--- config.mk ---
export PLATFORM = sky130hd
export DESIGN_NAME = hazard_unit
export DESIGN_NICKNAME = d
export VERILOG_FILES = /design/src/rtl/cpu_types_pkg.sv /design/src/rtl/hazard_unit.sv
export SDC_FILE = /design/constraint.sdc
export NUM_CORES = 1
export LEC_CHECK = 0
export CORE_UTILIZATION = 50
export CTS_CLUSTER_DIAMETER = 100
export CTS_CLUSTER_SIZE = 24
export DETAILED_ROUTE_END_ITERATION = 16
export PLACE_DENSITY = 0.95
export SETUP_SLACK_MARGIN = 0.3
export SLEW_MARGIN = 5
export SYNTH_ARGS = -nofsm -noshare
export SYNTH_HDL_FRONTEND = slang
export SYNTH_SLANG_ARGS = --single-unit
--- constraint.sdc ---
create_clock -name CLK -period 5.3 [get_ports CLK]
set_clock_uncertainty 0.15 [all_clocks]
set_input_delay 1.325 -clock CLK [delete_from_list [all_inputs] [get_ports CLK]]
set_output_delay 1.325 -clock CLK [all_outputs]
set_load 0.05 [all_outputs]
--- src/rtl/cpu_types_pkg.sv ---
// Shared pipeline types for the CPU control blocks.
package cpu_types_pkg;

  typedef logic [4:0] regbits_t;

  typedef enum logic [2:0] {
    RUN,
    LOAD_STALL,
    MEM_WAIT,
    REDIRECT,
    HALTED
  } hazard_state_t;

  localparam logic [31:0] STALL_MAX = 32'hFFFF_FFFF;

endpackage

--- src/rtl/hazard_unit.sv ---
// Pipeline hazard controller: stalls, freezes and flushes for load-use,
// memory wait, redirect and halt, plus a saturating stall-cycle counter.
//
// state      | meaning
// RUN        | normal flow, load-use detection active
// LOAD_STALL | one bubble inserted for a load-use; detection suppressed
// MEM_WAIT   | data memory not ready; IF/ID and ID/EX held
// REDIRECT   | pipeline just flushed; detection suppressed for a cycle
// HALTED     | halt reached writeback; only reset leaves
module hazard_unit
  import cpu_types_pkg::*;
(
  input  logic        CLK,
  input  logic        RST,
  input  logic        ihit,
  input  logic        dhit,
  input  logic        dmem_req,
  input  logic [4:0]  ifid_rs,
  input  logic [4:0]  ifid_rt,
  input  logic        idex_memread,
  input  logic [4:0]  idex_wdest,
  input  logic        redirect,
  input  logic        wb_halt,
  output logic        pc_en,
  output logic        ifid_freeze,
  output logic        idex_freeze,
  output logic        ifid_flush,
  output logic        idex_flush,
  output logic        exmem_flush,
  output logic        halt,
  output logic [31:0] stall_count
);

  hazard_state_t state, next_state;
  logic [31:0]   stall_cnt;
  regbits_t      rs, rt, wdest;
  logic          mem_wait, load_use;

  assign rs    = ifid_rs;
  assign rt    = ifid_rt;
  assign wdest = idex_wdest;

  assign mem_wait = dmem_req & ~dhit;
  assign load_use = idex_memread && (wdest != '0) && ((wdest == rs) || (wdest == rt));

  assign stall_count = stall_cnt;

  always_ff @(posedge CLK or posedge RST) begin
    if (RST) begin
      state     <= RUN;
      stall_cnt <= '0;
    end else begin
      state <= next_state;
      if (!pc_en && (state != HALTED) && (stall_cnt != STALL_MAX))
        stall_cnt <= stall_cnt + 32'd1;
    end
  end

  always_comb begin
    next_state  = state;
    pc_en       = 1'b0;
    ifid_freeze = 1'b0;
    idex_freeze = 1'b0;
    ifid_flush  = 1'b0;
    idex_flush  = 1'b0;
    exmem_flush = 1'b0;
    halt        = 1'b0;
    if (RST) begin
      next_state = RUN;
    end else if ((state == HALTED) || wb_halt) begin
      next_state  = HALTED;
      halt        = 1'b1;
      ifid_flush  = 1'b1;
      idex_flush  = 1'b1;
      exmem_flush = 1'b1;
    end else if (mem_wait) begin
      // a pending redirect is simply held here until the data side completes
      next_state  = MEM_WAIT;
      ifid_freeze = 1'b1;
      idex_freeze = 1'b1;
    end else if (redirect) begin
      next_state  = REDIRECT;
      pc_en       = 1'b1;
      ifid_flush  = 1'b1;
      idex_flush  = 1'b1;
      exmem_flush = 1'b1;
    end else if (load_use && (state == RUN)) begin
      next_state  = LOAD_STALL;
      ifid_freeze = 1'b1;
      idex_flush  = 1'b1;
    end else begin
      next_state = RUN;
      pc_en      = ihit;
    end
  end

endmodule

Fig. 1: sequential cells grouped by signal name
The bar under the picture is 20 um long.
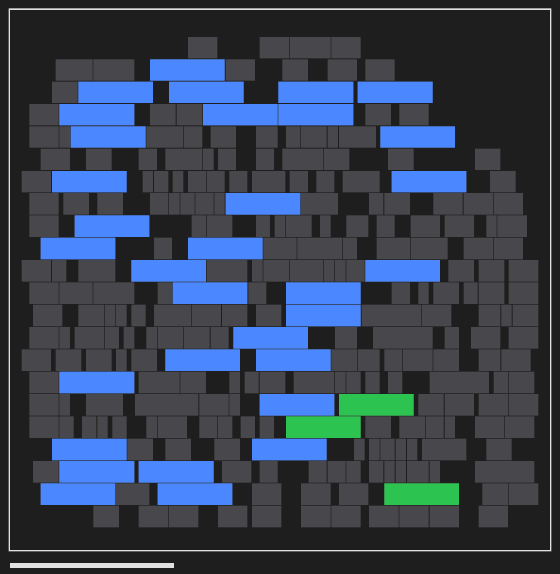
- green: state (placed flops 3)
- blue: stall_count (placed flops 32)

Fig. 2: routed clock nets over the placement
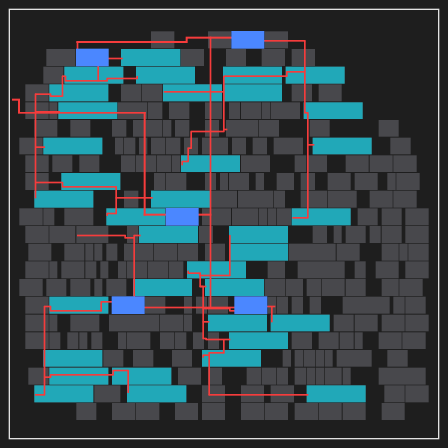
- cyan: flip-flops (count 35)
- blue: clock drivers (count 5)
- red: clock wires (length 425 um)
- routed clock nets: 6

Fig. 3: cell outlines without signal wires
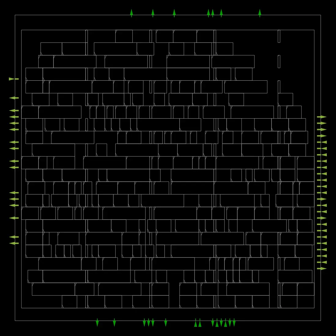
# Taps: 48
Core Util, Final: 0.7485

Fig. 4: cells by drive strength
The bar under the picture is 20 um long.
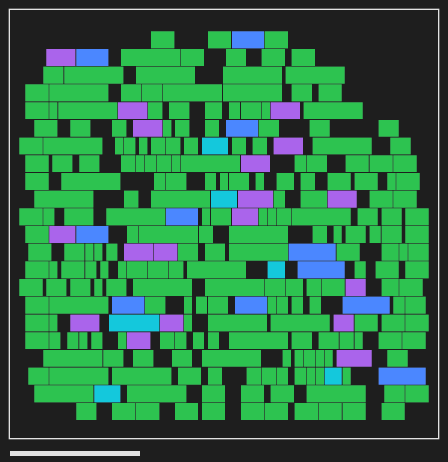
- cyan: _3 and _4 cells (cells 6; share 2.3%; most used buf_4)
- blue: _6 and larger (cells 11; share 4.2%; most used clkbuf_8)
- purple: _2 cells (cells 18; share 6.8%; most used nor4_2)
- green: _0 and _1 cells (cells 228; share 87%; most used clkdlybuf4s50_1)

Fig. 5: wire density map
The die is cut into 13 by 13 equal tiles; dark blue is low, red is high, scaled to the fullest tile. Values are wire area over tile area, all layers added.
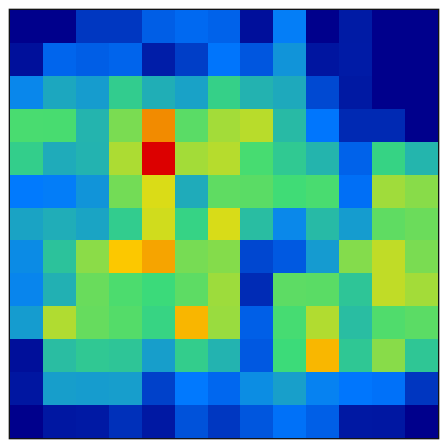
- nearly empty tiles: 7.1%
- tiles over half the peak: 30%
- mean over tiles: 0.18

==> job_summary.md <==
## PnR job results

| Metric | Value |
|---|---|
| Max VDD drop | `0.4699 mV` |
| Max Clk Rate | `213.2 MHz` |
| Initial Util | `0.5395` |
| Final-report hold violation count | `0` |
| Postcts setup bufs | `0` |
| Synthesis area per yosys | `2034 sq um` |
| Layout cells sized above 1 | `0.1331` |
| Placement-stage cell area | `roughly 2700 sq um` |
| FF/Latch Area | `875.8 sq um` |
| Die area | `~4300 sq um` |
| Max Used Layer | `met4` |
| Vias in the first global route | `1722` |
| H-tree Lvls | `2` |
| Largest net degree at the start of global routing | `36` |
| Dpl cells | `303` |
| Post-synth EDFFs | `0` |
| RR Startpoint | `stall_count[0]` |
| Final Worst Setup Slack | `approximately 0.6 ns` |
| Max reg flops | `32` |
| Design Area, Final | `2823 sq um` |
| Max-slew violation count | `0` |
| Flops after synth | `35` |
| Post-Syn Area per Cell | `between 10 and 15 sq um` |
| TritonCTS clock tree | `yes` |
| Nets at Floorplan | `about 220` |
| WHS Endpoint | `stall_count[11]` |
| Top cell area share | `0.4305` |
| Gr ovfl total | `0` |
| Max-Slew Margin vs Limit | `0.4595` |
| Synth cell count leaders | `xor2_1, dfrtp_1, nand2_1, nor3_1, nor2_1` |
| Mux share | `0.01661` |
| Psw | `343.3 uW` |
| Status | `complete, no violations` |
| Wire per inst | `15.27 um` |
| Filler cell count | `around 270` |
| CP Capture Type | `primary output` |
| Clk pin slew, worst setup/hold paths | `0.07 ns` |
Power figures rest on the tool's default switching activity, not on a simulated workload.
